Run 1, routing congestion:
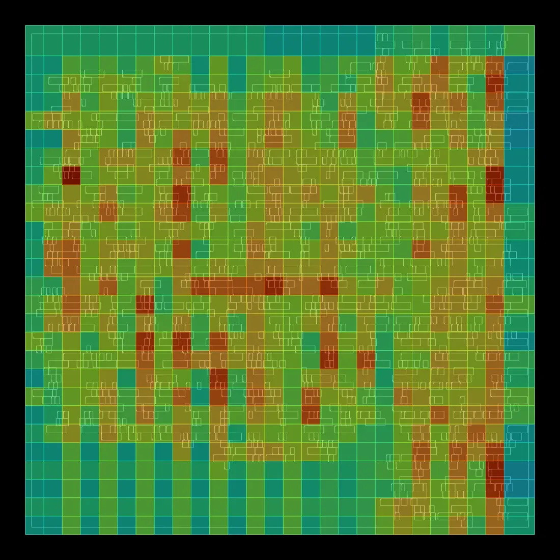
Run 1, port wiring:
(1.5 px per um)
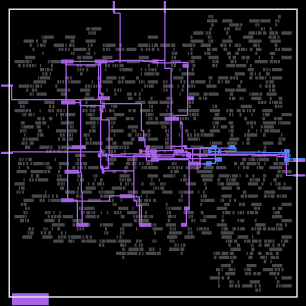
Run 1, cell area per tile:
(2 px per um) 19 x 19 tiles, from dark blue (low) to red (high), 0 to 100% covered.
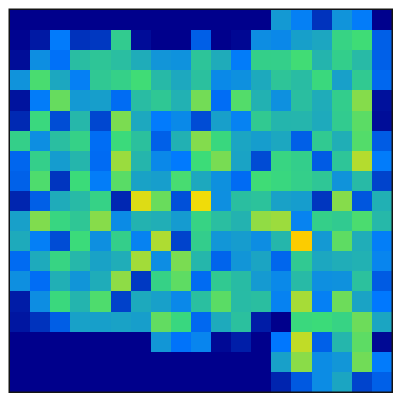
`src/rtl/branch_predictor.sv`:
```
// Bimodal branch predictor: 2-bit saturating counter table, registered mispredict flag, stats.
// Optional GSHARE_EN: PC index XOR'd with a non-speculative global history register.
module bp_ctr (
  input  logic       clk,
  input  logic       rst_n,
  input  logic       i_upd,
  input  logic       i_taken,
  output logic [1:0] o_state
);
  typedef enum logic [1:0] {SNT = 2'b00, WNT = 2'b01, WT = 2'b10, ST = 2'b11} state_t;
  state_t r_state, w_next;

  always_ff @(posedge clk) begin
    if (!rst_n) r_state <= WNT;
    else        r_state <= w_next;
  end

  always_comb begin
    w_next = r_state;
    if (i_upd) begin
      case (r_state)
        SNT: w_next = i_taken ? WNT : SNT;
        WNT: w_next = i_taken ? WT  : SNT;
        WT:  w_next = i_taken ? ST  : WNT;
        ST:  w_next = i_taken ? ST  : WT;
        default: w_next = WNT;
      endcase
    end
  end

  always_comb o_state = r_state;
endmodule

module branch_predictor #(
  parameter int IDX_BITS = 6,
  parameter int CNT_W    = 32
) (
  input  logic                clk,
  input  logic                rst_n,
  input  logic                pred_req,
  input  logic [31:0]         pred_pc,
  output logic                pred_valid,
  output logic                pred_taken,
  output logic [IDX_BITS-1:0] pred_idx,
  input  logic                upd_valid,
  input  logic [IDX_BITS-1:0] upd_idx,
  input  logic                upd_br_en,
  input  logic                upd_pred_taken,
  output logic                mispredict,
  input  logic                stat_clr,
  output logic [CNT_W-1:0]    br_count,
  output logic [CNT_W-1:0]    mp_count
);
  localparam int DEPTH = 2**IDX_BITS;

  logic [IDX_BITS-1:0] w_idx;
  logic [1:0]          w_ctr [DEPTH];
  logic                w_mp;
  logic                w_unused_pc;

  logic                r_pred_valid, r_pred_taken, r_mispredict;
  logic [IDX_BITS-1:0] r_pred_idx;
  logic [CNT_W-1:0]    r_br_count, r_mp_count;

  assign w_unused_pc = ^{pred_pc[31:IDX_BITS+2], pred_pc[1:0]};

`ifdef GSHARE_EN
  logic [IDX_BITS-1:0] r_ghr;
  // History is trained at execute only; a same-cycle request sees the pre-shift value.
  always_ff @(posedge clk) begin
    if (!rst_n)         r_ghr <= '0;
    else if (upd_valid) r_ghr <= {r_ghr[IDX_BITS-2:0], upd_br_en};
  end
  assign w_idx = pred_pc[IDX_BITS+1:2] ^ r_ghr;
`else
  assign w_idx = pred_pc[IDX_BITS+1:2];
`endif

  for (genvar g = 0; g < DEPTH; g++) begin : g_tbl
    bp_ctr u_ctr (
      .clk     (clk),
      .rst_n   (rst_n),
      .i_upd   (upd_valid && (upd_idx == IDX_BITS'(g))),
      .i_taken (upd_br_en),
      .o_state (w_ctr[g])
    );
  end

  assign w_mp = upd_valid && (upd_br_en != upd_pred_taken);

  // Table read uses the registered (pre-update) counter: no same-cycle bypass.
  always_ff @(posedge clk) begin
    if (!rst_n) begin
      r_pred_valid <= 1'b0;
      r_pred_taken <= 1'b0;
      r_pred_idx   <= '0;
      r_mispredict <= 1'b0;
    end else begin
      r_pred_valid <= pred_req;
      r_mispredict <= w_mp;
      if (pred_req) begin
        r_pred_taken <= w_ctr[w_idx][1];
        r_pred_idx   <= w_idx;
      end
    end
  end

  always_ff @(posedge clk) begin
    if (!rst_n || stat_clr) begin
      r_br_count <= '0;
      r_mp_count <= '0;
    end else begin
      if (upd_valid && (r_br_count != '1)) r_br_count <= r_br_count + CNT_W'(1);
      if (w_mp && (r_mp_count != '1))      r_mp_count <= r_mp_count + CNT_W'(1);
    end
  end

  assign pred_valid = r_pred_valid;
  assign pred_taken = r_pred_taken;
  assign pred_idx   = r_pred_idx;
  assign mispredict = r_mispredict;
  assign br_count   = r_br_count;
  assign mp_count   = r_mp_count;
endmodule

```
`config.mk`:
```
export PLATFORM = sky130hd
export DESIGN_NAME = branch_predictor
export DESIGN_NICKNAME = d
export VERILOG_FILES = /design/src/rtl/branch_predictor.sv
export SDC_FILE = /design/constraint.sdc
export NUM_CORES = 1
export LEC_CHECK = 0
export CAP_MARGIN = 20
export CORE_MARGIN = 2
export CORE_UTILIZATION = 30
export DETAILED_ROUTE_END_ITERATION = 10
export DONT_BUFFER_PORTS = 1
export PLACE_DENSITY = 0.41
export SYNTH_ARGS = -nofsm -noshare
export SYNTH_HDL_FRONTEND = slang
export SYNTH_SLANG_ARGS = --single-unit
```
`constraint.sdc`:
```
create_clock -name clk -period 3.4 [get_ports clk]
set_clock_uncertainty 0.1 [all_clocks]
set_input_delay 0.51 -clock clk [delete_from_list [all_inputs] [get_ports clk]]
set_output_delay 0.51 -clock clk [all_outputs]
set_load 0.01 [all_outputs]
```
==> CHANGELOG.md, run 1 <==
### Metrics

* Number of synthesis warnings at 0
* Minimum hold slack at 0.04270 ns
* Run status: finished clean
* Average cell area after synthesis at 8.032 um^2
* Most frequent logic cell in the layout: sky130_fd_sc_hd__dfxtp_1
* FFs & Latches at 201
* Number of nets in the finished design at 1316
* Top achievable clock speed at 0.3993 GHz
* Critical path's top delay family: simple AND/OR/NAND/NOR gates
* Met1 routed wirelength after detailed routing at 15060 um
* Number of buffer cells added on primary ports at 0
* Tap cells at 455
* Maximum vdd ir drop at 0.3443 mV
* Number of hold-slack violations in the final timing report at 0
* Pwr/cell area at 481.1 nW/um^2
* Yosys-reported design area after synthesis at 10470 um^2
* Clock root buffer: sky130_fd_sc_hd__clkbuf_16
* Startpoint of the most critical hold path: pred_pc[6]
* Number of buffers on the longest clock path at 3
* Top cells by count, synth: sky130_fd_sc_hd__dfxtp_1, sky130_fd_sc_hd__o21ai_0, sky130_fd_sc_hd__nor2_1, sky130_fd_sc_hd__nand2_1, sky130_fd_sc_hd__a21oi_1
* Multi-input gates at 1007
* Slowest library cell on the worst path: sky130_fd_sc_hd__or4_1
* Count of routing violations after the opening detailed-route iteration at 600
* Sequential portion of the cell area at 34.29%
* Post-synthesis cell count from yosys at 1303
* Pin count of the biggest net entering global routing at 196
* Placed instance count at 1694
* Die X at 190.8 um
* Most used standard cell by instance count after synthesis: sky130_fd_sc_hd__dfxtp_1
* Highest signal layer in the routed design: met4
* Dominant cell area share at 38.45%
* Boundary Pins at 118
* Count of tool warnings at 54
* Met2 layer usage reported by global route at 27.76%
* Core area at 34460 um^2
* Fill cells at 3646
* Standard cell area after detailed placement at 10870 um^2
* Fraction of final layout cells sized beyond drive strength 1 at 9.317%
* Post-synthesis instance area at 10470 um^2
* Post-layout power at 5646 uW
* Launching point of the worst reg2reg path: mp_count[1]$_SDFFE_PP0P_
* Type of the setup path with the least slack: register to register
* Last weighted congestion value of the routability-driven placer at 0.7506
* Dominant combinational cell family by area after synthesis: simple AND/OR/NAND/NOR gates
* Final Cell Area at 11730 um^2
* Final slew viol count at 0
* RSZ-0062 raised after global routing: false
* Sort of element at the start of the critical path: register
* Sequential fraction of the synthesis area at 38.45%
* Sort of element at the end of the critical path: register
* Critical Path Source: mp_count[1]$_SDFFE_PP0P_
* Most frequently used flop master after synthesis: sky130_fd_sc_hd__dfxtp_1
* Depth of the worst hold-timing path at 2
* Register-to-Register Setup Slack at 0.90 ns
* Clock Network Area Fraction at 7.038%
* Remaining design rule violation count at 0
* Fraction of synthesized cell area in xor and xnor cells at 0.3347%
* Clock-pin slew reported for the worst setup and hold paths after clock tree synthesis at 0.06 ns
* Number of endpoints failing setup at the final stage at 0
* Die Height at 190.8 um
* Leading cell category by total area: combinational gates
* Pre-CTS setup slack at 0.9026 ns
* Compound-Gate Fraction of Synth Area at 24.20%
* Adder Share, Synth at 0.2391%
* Rows at 68
* Total number of clock tree sinks at 201
* Min cycle time layout at 2.505 ns
* Number of vias in the routed layout at 9678
* Total detailed-routing wirelength at 32020 um
* Worst endpoint data arrival time at 2.85 ns
* Async set-reset flop share out of synthesis at 0%
* Non-filler instance count after layout at 1743
* Global-route wire length before repair at 50270 um
* Non-clk bufs at 23
* Sum of met3 wire segment lengths after detailed routing at 1964 um
* Number of antenna cells inserted at 0
* Worst flop-to-flop path endpoint: mp_count[16]$_SDFFE_PP0P_
* Cell types occupying the most area after synthesis: sky130_fd_sc_hd__dfxtp_1, sky130_fd_sc_hd__o21ai_0, sky130_fd_sc_hd__a21oi_1
* Vias per std cell at 5.552
* Detailed route wirelength on metal2 at 14430 um
* Total Neg Setup Slack at 0 ns
* Multiplexer area fraction after synthesis at 6.527%
* Count of flip-flops with a built-in enable after synthesis at 0
* Path depth of the worst reg2reg path at 6
* Comb area share at 51.83%
* Crit path buf inv count at 0
* Fin worst setup slack at 0.8955 ns
* Synthesized net count at 1350
* Initial core utilization at 30.37%
* Non-clock inverter total of the final layout at 10
* Grt total ovfl at 0
* Die footprint at 36400 um^2
* Worst skew pair latency at 0.53 ns
* Register area at 4024 um^2
* Largest fanout on the critical path at 8
* Most common logic cells in the final layout: sky130_fd_sc_hd__dfxtp_1, sky130_fd_sc_hd__o21ai_0, sky130_fd_sc_hd__nor2_1
* Headroom to the max-slew limit at 31.58%
* Endpoint with the worst hold slack: pred_idx[4]$_SDFFE_PN0P_
* Worst hold-check path type: input port to register
* Non-clock buffer share at 1.663%
* Static Leakage at 0.003852 uW
* Highest-utilization routing layer at the global route stage: met2
* Number of maximum-capacitance constraint violations at 0
* Dominant cell type by area after synthesis: sky130_fd_sc_hd__dfxtp_1
* Worst EP required at 3.75 ns
* And+or+nand+nor area frac at 26.66%
* Critical Path, Cell by Cell: ha_1 -> nand3_1 -> nor2_1 -> nand3_1 -> or4_1 -> a21oi_1
* Cell repeated most along the worst path: sky130_fd_sc_hd__nand3_1
* Via count of the first global-routing pass at 8800
* Area of the multi-input gates at 6082 um^2
* Drt first pass iters at 5
* Clock buffer count from CTS at 26
* Clock tree from TritonCTS: built
* Slew at the pin closest to its max-slew limit at 1.024 ns
* Delay of the slowest critical-path stage at 0.57 ns
* Clk_buf instances at 39
* Synthesized instance count at 1303
* Final worst-path cycle share at 73.66%
* CTS HTree Levels at 1
* Synth-to-Final Area Change at 12.11%
* Count of state elements after synthesis at 201
* Number of antenna violations at the first check in global routing at 1
* Critical Path End: mp_count[16]$_SDFFE_PP0P_
* Final HPWL from detailed placement at 19760 um
* Number of library cell types mapped by synthesis at 66
Notes on 'routing congestion' above:
Finished Core Util: 34.05%
GRT Resource Usage Total: 17.13%
drt wl/cell: 18.37 um
met3 Resource Use GR: 3.423%
met1 usage: 23.42%

Notes on 'port wiring' above:
color	port	bits	direction	edge	end cells	buffers	wire
blue	`pred_req`	1	input	right	8	0	86.9 um
purple	`pred_pc`	32	input	26 bottom, 2 top, 2 left, 2 right	48	0	1670 um

Notes on 'cell area per tile' above:
nearly empty tiles	16%
mean over tiles	31%
emptiest ninth of the die	bottom left
fullest tile	77%

==> run 1: registers in the layout, indices dropped and copies added (netlist names) <==
| name | cells |
|---|---|
| br_count | 32 |
| pred_valid | 1 |
| mispredict | 1 |
| pred_taken | 1 |
| pred_idx | 6 |
| g_tbl.u_ctr.o_state | 128 |
| mp_count | 32 |
==> run 1: what timing repair did <==
| action | CTS | global route |
|---|---|---|
| hold buffers | 2 | 0 |
| hold endpoints to repair | 60 | 0 |
| resized | 0 | 0 |
| setup buffers | 0 | 0 |
==> run 1: report_power, final <==
part           switching, uW  internal [uW]  total [uW]
Sequential               102           2450        2550
Clock                   1090           1610        2700
Combinational            212            182         394
Run 1, clock wires, drivers and flops:
(2 px per um)
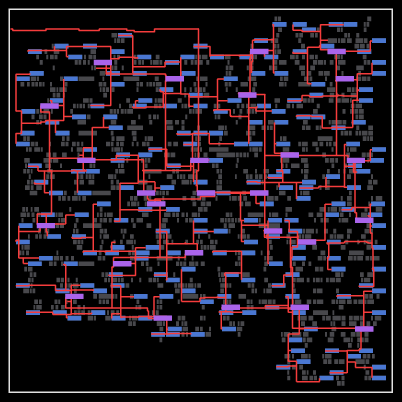

## Run 2: what changed since run 1
PLACE_DENSITY = 0.42   (was 0.41)
clock period = 2.15 ns   (was 3.4 ns; I/O delays follow)
Run 2, clock wires, drivers and flops:
(2 px per um)
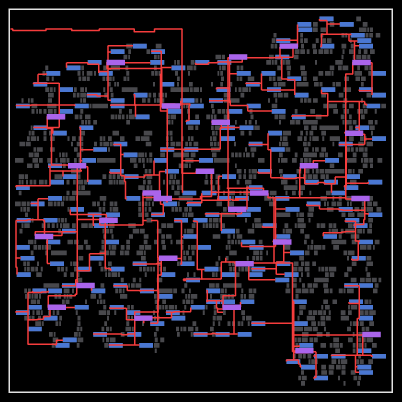
[red] clock wires | length: 3310 um
[purple] cells driving clock nets | count: 27
[blue] flip-flops | count: 201
flops lie	all over the die
Clock power frac: 47.1%
Clock group: 4290 uW
worst skew pair latency: 0.54 ns

==> run 2 against run 1 <==
Sequential power up 58%. Global-route usage increased by 1.8 points. Critical path depth is 1 lower. Cell count rose by 6.2%. Worst hold slack got worse by 0.0073 ns. Fmax increased by 19%. Sequential share of layout area fell by 2.6 points. Via count up 5.2%. Setup slack got worse by 0.85 ns. Clock power grew 59%. Synthesized cell count is the same. Cell area grew 8.3%.
==> CHANGELOG.md, run 2 <==
### Metrics

* Run status: finished clean
* Number of maximum-capacitance constraint violations at 0
* Maximum vdd ir drop at 0.6430 mV
* Standard cell area after detailed placement at 11610 um^2
* Pre-CTS setup slack at -0.04029 ns
* Highest signal layer in the routed design: met4
* Count of flip-flops with a built-in enable after synthesis at 0
* Path depth of the worst reg2reg path at 5
* Finished Core Util at 36.87%
* Largest register FFs at 128
* Placed instance count at 1786
* Headroom to the max-slew limit at 26.18%
* Cell types occupying the most area after synthesis: sky130_fd_sc_hd__dfxtp_1, sky130_fd_sc_hd__o21ai_0, sky130_fd_sc_hd__a21oi_1
* Slew at the pin closest to its max-slew limit at 1.104 ns
* Core area at 34460 um^2
* Async set-reset flop share out of synthesis at 0%
* Combinational cell power at 784 uW
* Vias per std cell at 5.500
* Relative contribution of combinational cells to total power at 8.6%
* Post-synthesis instance area at 10470 um^2
* Depth of the worst hold-timing path at 3
* Detailed route wirelength on metal2 at 15150 um
* Total sequential power at 4030 uW
* Met1 routed wirelength after detailed routing at 16890 um
* Number of buffers added for setup after CTS at 0
* Clock-pin slew reported for the worst setup and hold paths after clock tree synthesis at 0.06 ns
* Cell internal power dissipation at 6793 uW
* Final slew viol count at 0
* Static Leakage at 0.004444 uW
* Most used standard cell by instance count after synthesis: sky130_fd_sc_hd__dfxtp_1
* Total number of clock tree sinks at 201
* Die X at 190.8 um
* Sort of element at the end of the critical path: register
* Die Height at 190.8 um
* Number of synthesis warnings at 0
* Count of routing violations after the opening detailed-route iteration at 498
* Clock root buffer: sky130_fd_sc_hd__clkbuf_16
* Highest-utilization routing layer at the global route stage: met2
* Quantity of gates resized following cts at 1
* Yosys-reported design area after synthesis at 10470 um^2
* Synthesized net count at 1350
* Worst EP required at 2.48 ns
* Sort of element at the start of the critical path: register
* Total Neg Setup Slack at 0 ns
* Fraction of final layout cells sized beyond drive strength 1 at 15.90%
* Minimum hold slack at 0.03545 ns
* Met2 layer usage reported by global route at 29.67%
* Compound-Gate Fraction of Synth Area at 24.20%
* Clock tree from TritonCTS: built
* Number of antenna cells inserted at 0
* Cts hold-fix bufs at 18
* Dominant combinational cell family by area after synthesis: simple AND/OR/NAND/NOR gates
* Register-to-Register Setup Slack at 0.05 ns
* Most common logic cells in the final layout: sky130_fd_sc_hd__dfxtp_1, sky130_fd_sc_hd__o21ai_0, sky130_fd_sc_hd__nor2_1
* Fraction of synthesized cell area in xor and xnor cells at 0.3347%
* Synth-to-Final Area Change at 21.39%
* Post-layout power at 9109 uW
* Startpoint of the most critical hold path: upd_idx[3]
* Adder Share, Synth at 0.2391%
* Min cycle time layout at 2.101 ns
* Worst hold-check path type: input port to register
* Average cell area after synthesis at 8.032 um^2
* Type of the setup path with the least slack: register to register
* Drt first pass iters at 4
* Total detailed-routing wirelength at 34830 um
* GRT Resource Usage Total at 18.92%
* Largest fanout on the critical path at 5
* Sequential fraction of the synthesis area at 38.45%
* Most frequent logic cell in the layout: sky130_fd_sc_hd__dfxtp_1
* Met3 Resource Use GR at 3.883%
* Clock buffer count from CTS at 27
* Pwr/cell area at 717.0 nW/um^2
* Met1 usage at 26.55%
* Global-route wire length before repair at 55010 um
* Non-filler instance count after layout at 1851
* Dominant cell type by area after synthesis: sky130_fd_sc_hd__dfxtp_1
* Fin worst setup slack at 0.04871 ns
* Dominant cell area share at 38.45%
* Launching point of the worst reg2reg path: g_tbl[34].u_ctr.o_state[1]$_SDFFE_PN0P_
Run 2, cell area per tile:
(2 px per um) 19 x 19 tiles, from dark blue (low) to red (high), 0 to 100% covered.
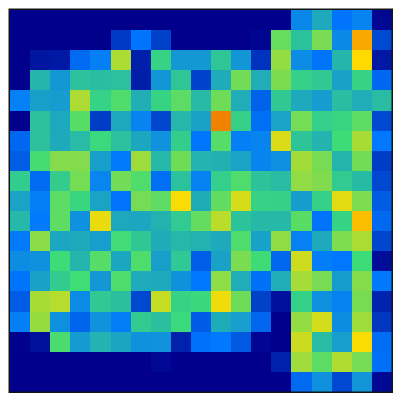
tiles over 75% full	1.1%
nearly empty tiles	17%
fullest tile	85%
mean over tiles	33%

[run 2: cell counts after synthesis]
No cell type changed its count.
[run 2: worst max-delay path, stage by stage, from the launching register on]
cell	delay, ns
sky130_fd_sc_hd__dfxtp_2	0.33
sky130_fd_sc_hd__mux4_2	0.47
sky130_fd_sc_hd__a22oi_2	0.20
sky130_fd_sc_hd__a31oi_1	0.12
sky130_fd_sc_hd__or4_1	0.50
sky130_fd_sc_hd__a32o_1	0.25
[run 2: area by class of cell]
| type | instances | area (um^2) |
|---|---|---|
| clock buffer | 41 | 808.3 |
| clock inverter | 5 | 32.53 |
| fill | 3633 | 21750 |
| inverter | 10 | 37.54 |
| multi-input combinational | 1007 | 6100 |
| sequential | 201 | 4026 |
| tap | 455 | 569.3 |
| timing repair buffer | 132 | 1131 |
Power figures rest on the tool's default switching activity, not on a simulated workload.
